[src/rtl/calc_sequencer.sv]
// Two-digit BCD calculator: latches operands on start, checks, computes iteratively, converts to BCD.
// Latency: add/sub 17, mul/div 23, error 2 cycles from accept to done; start is ignored while busy.
module calc_sequencer (
  input  logic        CLOCK_50,
  input  logic        RST,
  input  logic [17:0] SW,
  input  logic        start,
  output logic        busy,
  output logic        done,
  output logic [15:0] result_bcd,
  output logic        neg,
  output logic [1:0]  status
);

  typedef enum logic [2:0] {IDLE, CHECK, COMPUTE, CONVERT, DONE} state_t;

  state_t      state;
  logic [17:0] sw_q;
  logic [6:0]  a_bin, b_bin, mplier;
  logic [13:0] work, mcand;
  logic [7:0]  rem;
  logic [3:0]  cnt;
  logic [15:0] bcd, bcd_adj;
  logic        neg_w;
  logic [3:0]  a_t, a_o, b_t, b_o;
  logic [1:0]  op;
  logic [6:0]  a_val, b_val;
  logic [7:0]  div_shift, div_diff;

  assign a_t = sw_q[17:14];
  assign a_o = sw_q[13:10];
  assign b_t = sw_q[9:6];
  assign b_o = sw_q[5:2];
  assign op  = sw_q[1:0];
  assign a_val = {3'd0, a_t} * 7'd10 + {3'd0, a_o};
  assign b_val = {3'd0, b_t} * 7'd10 + {3'd0, b_o};

  // Restoring division step: shift next dividend bit into the partial remainder.
  assign div_shift = {rem[6:0], work[6]};
  assign div_diff  = div_shift - {1'b0, b_bin};

  always_comb begin
    bcd_adj = bcd;
    for (int i = 0; i < 4; i++) begin
      if (bcd[4*i +: 4] >= 4'd5) bcd_adj[4*i +: 4] = bcd[4*i +: 4] + 4'd3;
    end
  end

  always_ff @(posedge CLOCK_50) begin
    if (RST) begin
      state      <= IDLE;
      busy       <= 1'b0;
      done       <= 1'b0;
      result_bcd <= 16'h0000;
      neg        <= 1'b0;
      status     <= 2'd0;
      sw_q       <= '0;
      a_bin      <= '0;
      b_bin      <= '0;
      mplier     <= '0;
      work       <= '0;
      mcand      <= '0;
      rem        <= '0;
      cnt        <= '0;
      bcd        <= '0;
      neg_w      <= 1'b0;
    end else begin
      case (state)
        IDLE: begin
          done <= 1'b0;
          if (start) begin
            sw_q  <= SW;
            busy  <= 1'b1;
            state <= CHECK;
          end
        end
        CHECK: begin
          if (a_t > 4'd9 || a_o > 4'd9 || b_t > 4'd9 || b_o > 4'd9) begin
            status     <= 2'd1;
            result_bcd <= 16'h0000;
            neg        <= 1'b0;
            done       <= 1'b1;
            busy       <= 1'b0;
            state      <= DONE;
          end else if (op == 2'd3 && b_t == 4'd0 && b_o == 4'd0) begin
            status     <= 2'd2;
            result_bcd <= 16'h0000;
            neg        <= 1'b0;
            done       <= 1'b1;
            busy       <= 1'b0;
            state      <= DONE;
          end else begin
            a_bin  <= a_val;
            b_bin  <= b_val;
            mcand  <= {7'd0, a_val};
            mplier <= b_val;
            work   <= (op == 2'd3) ? {7'd0, a_val} : 14'd0;
            rem    <= '0;
            neg_w  <= 1'b0;
            bcd    <= '0;
            cnt    <= '0;
            state  <= COMPUTE;
          end
        end
        COMPUTE: begin
          case (op)
            2'd0: begin
              work  <= {7'd0, a_bin} + {7'd0, b_bin};
              state <= CONVERT;
            end
            2'd1: begin
              if (a_bin >= b_bin) begin
                work <= {7'd0, a_bin - b_bin};
              end else begin
                work  <= {7'd0, b_bin - a_bin};
                neg_w <= 1'b1;
              end
              state <= CONVERT;
            end
            2'd2: begin
              if (mplier[0]) work <= work + mcand;
              mcand  <= mcand << 1;
              mplier <= mplier >> 1;
            end
            default: begin
              if (div_shift >= {1'b0, b_bin}) begin
                rem       <= div_diff;
                work[6:0] <= {work[5:0], 1'b1};
              end else begin
                rem       <= div_shift;
                work[6:0] <= {work[5:0], 1'b0};
              end
            end
          endcase
          if (op[1]) begin
            if (cnt == 4'd6) begin
              cnt   <= '0;
              state <= CONVERT;
            end else begin
              cnt <= cnt + 4'd1;
            end
          end
        end
        CONVERT: begin
          bcd  <= {bcd_adj[14:0], work[13]};
          work <= work << 1;
          if (cnt == 4'd13) begin
            result_bcd <= {bcd_adj[14:0], work[13]};
            neg        <= neg_w;
            status     <= 2'd0;
            done       <= 1'b1;
            busy       <= 1'b0;
            cnt        <= '0;
            state      <= DONE;
          end else begin
            cnt <= cnt + 4'd1;
          end
        end
        DONE: begin
          done  <= 1'b0;
          state <= IDLE;
        end
        default: state <= IDLE;
      endcase
    end
  end

endmodule

[config.mk]
export PLATFORM = sky130hd
export DESIGN_NAME = calc_sequencer
export DESIGN_NICKNAME = d
export VERILOG_FILES = /design/src/rtl/calc_sequencer.sv
export SDC_FILE = /design/constraint.sdc
export NUM_CORES = 1
export LEC_CHECK = 0
export CAP_MARGIN = 20
export CORE_AREA = 2 2 120 111
export DETAILED_ROUTE_END_ITERATION = 10
export DIE_AREA = 0 0 122 113
export HOLD_SLACK_MARGIN = 0.05
export PLACE_DENSITY = 0.8
export SYNTH_ARGS = -nofsm -noshare
export SYNTH_HDL_FRONTEND = slang
export SYNTH_SLANG_ARGS = --single-unit
[constraint.sdc]
create_clock -name CLOCK_50 -period 3 [get_ports CLOCK_50]
set_input_delay 0.75 -clock CLOCK_50 [delete_from_list [all_inputs] [get_ports CLOCK_50]]
set_output_delay 0.75 -clock CLOCK_50 [all_outputs]
set_load 0.02 [all_outputs]
==> images/clock_nets.png <==
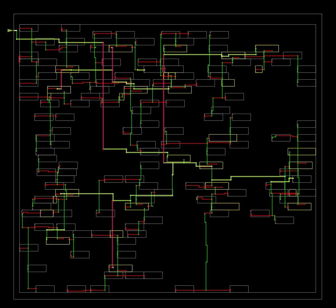
clk latency late pin: 420 ps
clock-net power: 2.07 mW

==> images/gates.png <==
The bar under the picture is 20 um long.
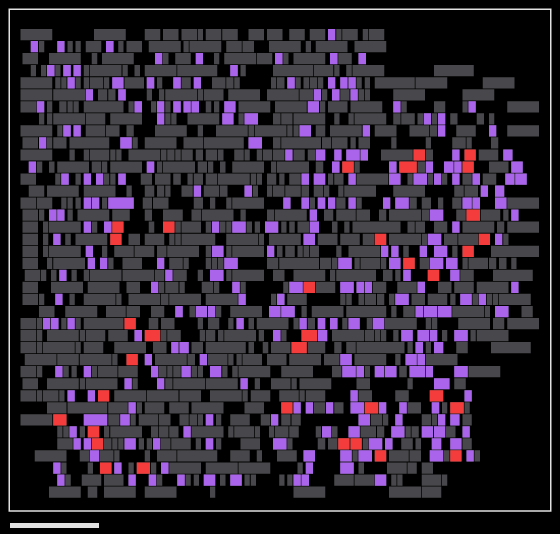
Key: non-inverting ao/oa cells = red [cells 34, most used a21o_1]; aoi and oai cells = purple [cells 255, most used a21oi_1, where all over the die]

==> flow_summary.json <==
{
  "largest_area_cell": "dfxtp_1",
  "hold_buffers": 0,
  "clkSinkCount": 119,
  "pin_count": 42,
  "worstHoldPathType": "flop to flop",
  "cp_data_required_time_ps": 3340,
  "grt_setup_unrepaired": "no",
  "route.detailed.drc": 0,
  "antenna_cells": 0,
  "die-width_um": 122,
  "synth-edff-count": 0,
  "ys_types": 66,
  "r2r_slack_ps": 240,
  "path_clk_slew_ps": 50,
  "final_core_util_pct": 69.80,
  "status": "completed",
  "drv_slew": 0,
  "wl_per_cell_um": 16.65,
  "lay_top_count": "nand2_1",
  "top_cells_by_count": "163 x nand2_1, 130 x a21oi_1, 119 x dfxtp_1",
  "synth_chip_area_um2": 7476,
  "synth_top_area_share_pct": 31.87,
  "synth.most_common_cell": "nand2_1",
  "overflow": 0,
  "grt_pass1_wl_mm": 32.43,
  "ctsResizeCount": 0,
  "power_mw": 6.080,
  "fillCellCount": 1028,
  "postPlaceCellArea_um2": 8089,
  "dieArea_um2": 13790,
  "critPathKind": "flop to flop",
  "tightestPinTransition_ps": 680.5,
  "core_um2": 12440,
  "fin_crit_ps": 2760,
  "ys_seq_share_pct": 31.87,
  "dp_hpwl_mm": 13.90,
  "vias_per_cell": 6.036,
  "synth_cells": 971,
  "skew_ps": 6.170,
  "grt_max_degree": 65,
  "power.density_nw_per_um2": 700.0,
  "cts_made_buffers": 17,
  "setup_viol": 0
}
==> images/layers.png <==
Two of the layers only.
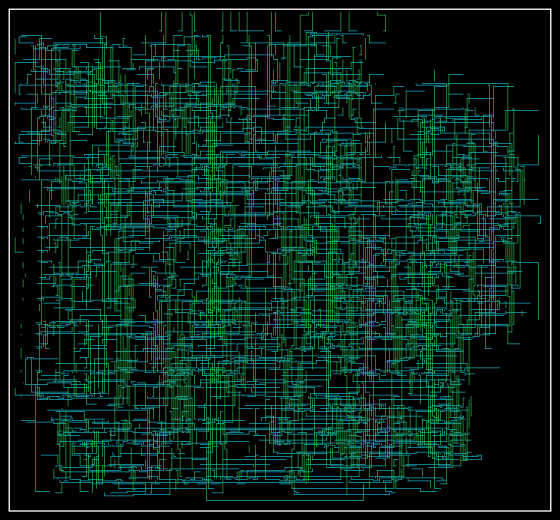
Key: M2 = green [wire length 8,720 um]; M1 = cyan [wire length 9,060 um]
total number of vias: 7,135
total track usage: 29.74%

critical path, stage by stage (launching register included):
cell	delay, ps
dfxtp_1	420
ha_1	280
ha_1	220
fa_1	530
o211a_1	150
o21ai_0	110
xnor2_1	480
a22oi_1	180
nand2_1	90
o21ai_0	70
o22ai_1	140
cell families (layout without fill, tap and decap cells):
group           Yosys count  after routing  share of synthesized area [%]
simple gates            358            358                          21.59
xor+xnor                 31             31                          3.632
fa+ha+maj                73             73                          13.12
flops                   119            119                          31.87
mux                       4              4                         0.5523
compound gates          289            289                          24.18
buf+inv                  97            144                          5.054
stage by stage:
step | instances | hold slack [ps] | setup slack, ps
global route | 1182 | 465.7 | 84.69
CTS | 1182 | 452.5 | 346.4
floorplan | 971 | 432.2 | 406.9
finish | 1182 | 451.3 | 239.6
detailed placement | 1152 | 445.3 | 368.3
global placement | 1152 | 442.2 | 433.8
report_power, final:
part | switching [mW] | total [mW] | internal, mW
sequential | 0.187 | 1.92 | 1.73
combinational | 1.28 | 2.09 | 0.812
clock | 0.715 | 2.07 | 1.36
total | 2.18 | 6.08 | 3.90
sequential cells by signal (all words and copies together) (netlist names), 4 cells and up:
| register | cells |
|---|---|
| result_bcd | 16 |
| rem | 7 |
| work | 14 |
| mcand | 14 |
| cnt | 4 |
| b_bin | 7 |
| mplier | 7 |
| a_bin | 7 |
| bcd | 16 |
| sw_q | 18 |
routing by layer:
metal	global-route usage (%)	routed length (um)
met3	7.712	1548
met2	45.07	8721
met4	9.042	350
met1	41.64	9064
met5	0	0
final timing paths:
kind | from | to | cells after the start
hold / removal | mplier[2] | mplier[2] | 2
setup reg to reg | sw_q[15] | work[6] | 10
hold reg to reg | mplier[2] | mplier[2] | 2
setup / recovery | sw_q[15] | work[6] | 10
cell type report:
| class | count | area [um^2] | area share (%) |
|---|---|---|---|
| clock buffers | 22 | 474.2 | 5.460 |
| clock inverters | 8 | 122.6 | 1.412 |
| inverters | 48 | 180.2 | 2.074 |
| multi-input cells | 755 | 4726 | 54.41 |
| flip-flops and latches | 119 | 2382 | 27.43 |
| well taps | 164 | 205.2 | 2.362 |
| repair buffers | 66 | 595.6 | 6.857 |
No activity file was given, so power comes from the tool's default toggle rates.
